### src/rtl/sum_dump_sat.sv
// Integrate-and-dump: sums DUMP_LEN valid samples, then rounds,
// shifts and saturates each frame total to OUT_W bits.
module sum_dump_sat #(
   parameter int IN_W     = 26,
   parameter int ACC_W    = 32,
   parameter int OUT_W    = 16,
   parameter int DUMP_LEN = 16,
   parameter int SHIFT    = 4
) (
   input  logic                        clk,
   input  logic                        rst_n,
   input  logic                        clear,
   input  logic                        in_valid,
   input  logic signed [IN_W-1:0]      in_data,
   output logic                        out_valid,
   output logic signed [OUT_W-1:0]     out_data,
   output logic                        out_sat,
   output logic [$clog2(DUMP_LEN)-1:0] frame_pos
);

   localparam int FP_W = $clog2(DUMP_LEN);
   localparam logic [FP_W-1:0] LAST_POS = FP_W'(DUMP_LEN - 1);
   localparam logic [FP_W-1:0] ONE_POS  = FP_W'(1);
   localparam logic signed [ACC_W:0] HALF = (ACC_W+1)'(1) << (SHIFT - 1);

   logic signed [ACC_W-1:0] r_acc;
   logic [FP_W-1:0]         r_pos;
   logic signed [ACC_W-1:0] r_dump;
   logic                    r_dump_v;
   logic signed [OUT_W-1:0] r_res;
   logic                    r_res_sat;
   logic                    r_res_v;
   logic signed [OUT_W-1:0] r_out_data;
   logic                    r_out_sat;
   logic                    r_out_v;

   logic                    w_acc_en;
   logic                    w_last;
   logic signed [ACC_W-1:0] w_sum;
   logic signed [ACC_W:0]   w_rnd_sum;
   logic signed [ACC_W:0]   w_r;
   logic                    w_fits;
   logic signed [OUT_W-1:0] w_res;
   logic                    w_sat;

   assign w_acc_en = in_valid && !clear;
   assign w_last   = w_acc_en && (r_pos == LAST_POS);
   assign w_sum    = r_acc + {{(ACC_W-IN_W){in_data[IN_W-1]}}, in_data};

   // One guard bit keeps the rounding add from wrapping.
   assign w_rnd_sum = {r_dump[ACC_W-1], r_dump} + HALF;
   assign w_r       = w_rnd_sum >>> SHIFT;
   assign w_fits    = (&w_r[ACC_W:OUT_W-1]) || !(|w_r[ACC_W:OUT_W-1]);

   always_comb begin
      w_res = w_r[OUT_W-1:0];
      w_sat = 1'b0;
      if (!w_fits) begin
         w_sat = 1'b1;
         w_res = w_r[ACC_W] ? {1'b1, {(OUT_W-1){1'b0}}}
                            : {1'b0, {(OUT_W-1){1'b1}}};
      end
   end

   always_ff @(posedge clk or negedge rst_n) begin
      if (!rst_n) begin
         r_acc    <= '0;
         r_pos    <= '0;
         r_dump   <= '0;
         r_dump_v <= 1'b0;
      end else if (clear) begin
         r_acc    <= '0;
         r_pos    <= '0;
         r_dump_v <= 1'b0;
      end else begin
         r_dump_v <= w_last;
         if (w_last) begin
            r_dump <= w_sum;
            r_acc  <= '0;
            r_pos  <= '0;
         end else if (w_acc_en) begin
            r_acc <= w_sum;
            r_pos <= r_pos + ONE_POS;
         end
      end
   end

   // Round/saturate stage, then the held output register.
   always_ff @(posedge clk or negedge rst_n) begin
      if (!rst_n) begin
         r_res      <= '0;
         r_res_sat  <= 1'b0;
         r_res_v    <= 1'b0;
         r_out_data <= '0;
         r_out_sat  <= 1'b0;
         r_out_v    <= 1'b0;
      end else if (clear) begin
         r_res_v <= 1'b0;
         r_out_v <= 1'b0;
      end else begin
         r_res_v <= r_dump_v;
         r_out_v <= r_res_v;
         if (r_dump_v) begin
            r_res     <= w_res;
            r_res_sat <= w_sat;
         end
         if (r_res_v) begin
            r_out_data <= r_res;
            r_out_sat  <= r_res_sat;
         end
      end
   end

   assign out_valid = r_out_v;
   assign out_data  = r_out_data;
   assign out_sat   = r_out_sat;
   assign frame_pos = r_pos;

endmodule

### config.mk
export PLATFORM = sky130hd
export DESIGN_NAME = sum_dump_sat
export DESIGN_NICKNAME = d
export VERILOG_FILES = /design/src/rtl/sum_dump_sat.sv
export SDC_FILE = /design/constraint.sdc
export NUM_CORES = 1
export LEC_CHECK = 0
export CAP_MARGIN = 20
export CORE_ASPECT_RATIO = 1.4
export CORE_UTILIZATION = 45
export DETAILED_ROUTE_END_ITERATION = 12
export GPL_ROUTABILITY_DRIVEN = 0
export PLACE_DENSITY = 0.72
export SLEW_MARGIN = 20
export SYNTH_ARGS = -nofsm -noshare
export SYNTH_HDL_FRONTEND = slang
export SYNTH_SLANG_ARGS = --single-unit
### constraint.sdc
create_clock -name clk -period 4.1 [get_ports clk]
set_clock_uncertainty 0.05 [all_clocks]
set_input_delay 0.82 -clock clk [delete_from_list [all_inputs] [get_ports clk]]
set_output_delay 0.82 -clock clk [all_outputs]
set_load 0.02 [all_outputs]
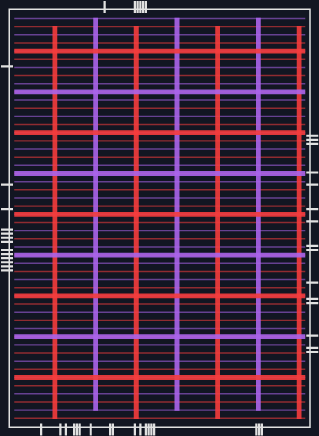
Run 1: floorplan with the power grid
Scale: 3 px per µm. Pins as bars on the die edge.
Key: VDD = purple; VSS = red
9 straps on met5. 52 signal pins sit on the boundary. 7 straps on met4.
Worst IR Drop VDD: 0.254 mV
DIE WIDTH: 99.7 µm

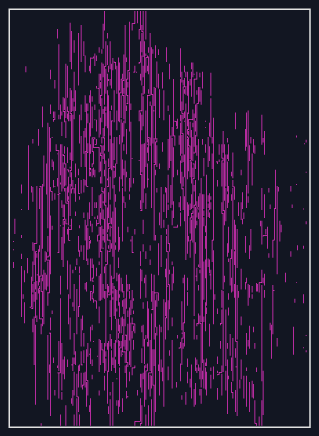
Run 1: the metal 2 layer
Scale: 3 px per µm.
611 nets have wire on it. The longest straight run is 56.1 µm. The layer carries 6540 µm of wire.
vias after detailed routing: 4652
met2 GRT Util: 34.3%

==> GITHUB_STEP_SUMMARY, run 1 <==
## Synthesis and layout report

| Metric | Value |
|---|---|
| Netlist Area Pre-Place | 6020 µm² |
| Clock-cell share of area | about 4.4% |
| Setup crit start | in_data[0] |
| Core occupancy in the finished layout | 54.3% |
| Via density | 5.66 |
| Adder-cell share of the synthesized area | 7.19% |
| Capture point of the worst reg-to-reg path | r_acc[28]$_DFFE_PN0P_ |
| Cell count after synthesis | between 500 and 600 |
| First-pass iteration count of the detailed router | 4 |
| Area of the multi-input gates | 3290 µm² |
| Seq area share | 36.3% |
| Combinational group power | 0.000682 W |
| Half-perimeter wire length after detailed placement | between 9000 and 10000 µm |
| Peak-usage layer in the global routing report | met2 |
| Run status | finished, final reports clean |
| Critical path's top delay family | AND-OR/OR-AND gates |
| Placed Cells incl. Taps | 806 |
| CP Class | primary input to flip-flop |
| Global-route wire length before repair | 21700 µm |
| Time the final worst path needs with I/O delays and setup | between 3000 and 4000 ps |
| Leading registers by flop count | r_acc x32, r_dump x29 |
| IO Count | approximately 52 |
| CP Data Arrival Time | 3810 ps |
| Number of global-route vias before repair | 4704 |
| TritonCTS clock tree | built |
| Effective utilization at floorplan | 46.5% |
| Crit Path Max Fanout | 3 |
| Post-CTS Resized | 0 |
| Post-synthesis share of cell area spent on and-or and or-and gates | 19.4% |
| Site Rows | 49 |
| Post-synth top area cell | sky130_fd_sc_hd__dfrtp_1 |
| Share of the final layout cell area in multi-input gates | between 40% and 50% |
| Sequential power | around 0.0011 W |
| Number of max-capacitance violations reported | 0 |
| WL/cell | ~16 µm |
| GR Util met1 | roughly a quarter |
| Setup TNS | 0 ps |
| Final cell area excluding filler cells | around 7000 µm² |
| Crit path cell chain | clkdlybuf4s50_1 > ha_1 > inv_1 > fa_1 > nor2b_1 > o31ai_1 > a21oi_1 > a31oi_1 > o21a_1 > o21ai_0 > a31oi_1 > xnor2_1 > mux2_2 |
| Setup WS post-layout | 469 ps |
| HP Class | flip-flop to flip-flop |
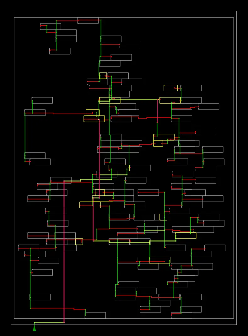
Run 1: clock wiring as the flow saved it
reported clock group power: 0.000868 W
clock insertion delay at the later pin of the skew report: 350 ps
flip-flop and latch count: 102
number of buffers created by CTS: 9

==> run 2: changes to the inputs <==
- CTS_CLUSTER_SIZE: unset -> 28
==> run 2 against run 1 <==
Non-clock buffer count is the same. Final area is the same. Combinational power is essentially flat. Power is the same. Synthesized area is the same. Fmax is the same. Core utilization is the same. Global-route usage is the same. Routed wire length is the same. Sequential share of layout area is the same. Setup slack is the same. Critical path type unchanged. Largest cell class unchanged.
==> GITHUB_STEP_SUMMARY, run 2 <==
## Synthesis and layout report

| Metric | Value |
|---|---|
| Run status | finished, final reports clean |
| Crit Path Max Fanout | 3 (unchanged) |
| First-pass iteration count of the detailed router | 4 (unchanged) |
| Global-route wire length before repair | 21700 µm (unchanged) |
| Number of global-route vias before repair | 4704 (unchanged) |
| Crit path cell chain | clkdlybuf4s50_1 > ha_1 > inv_1 > fa_1 > nor2b_1 > o31ai_1 > a21oi_1 > a31oi_1 > o21a_1 > o21ai_0 > a31oi_1 > xnor2_1 > mux2_2 |
| Time the final worst path needs with I/O delays and setup | 3630 ps (unchanged) |
| Leading registers by flop count | r_acc x32, r_dump x29 |
| Combinational group power | 0.000682 W (about the same) |
| Met2 GRT Util | 34.3% (unchanged) |
| Number of buffers created by CTS | 9 (unchanged) |
| Critical path's top delay family | AND-OR/OR-AND gates |
| Site Rows | 49 (unchanged) |
| Via density | 5.66 (unchanged) |
| Adder-cell share of the synthesized area | 7.19% (unchanged) |
| Number of max-capacitance violations reported | 0 (unchanged) |
| Area of the multi-input gates | 3290 µm² (unchanged) |
| Worst IR Drop VDD | 0.254 mV (unchanged) |
| Setup TNS | 0 ps (unchanged) |
| Core occupancy in the finished layout | 54.3% (unchanged) |
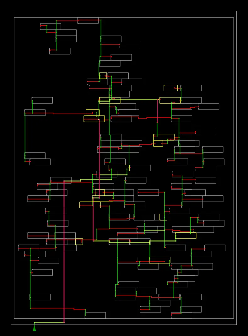
Run 2: clock wiring as the flow saved it
Clock Sink Count: 102
layout clock buffer count: 9

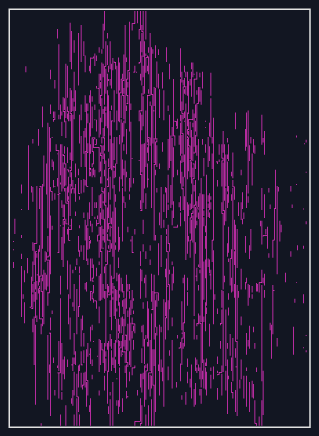
Run 2: the metal 2 layer
Scale: 3 px per µm.
The longest straight run is 56.1 µm. 611 nets have wire on it.

Power and IR drop assume default switching activity.
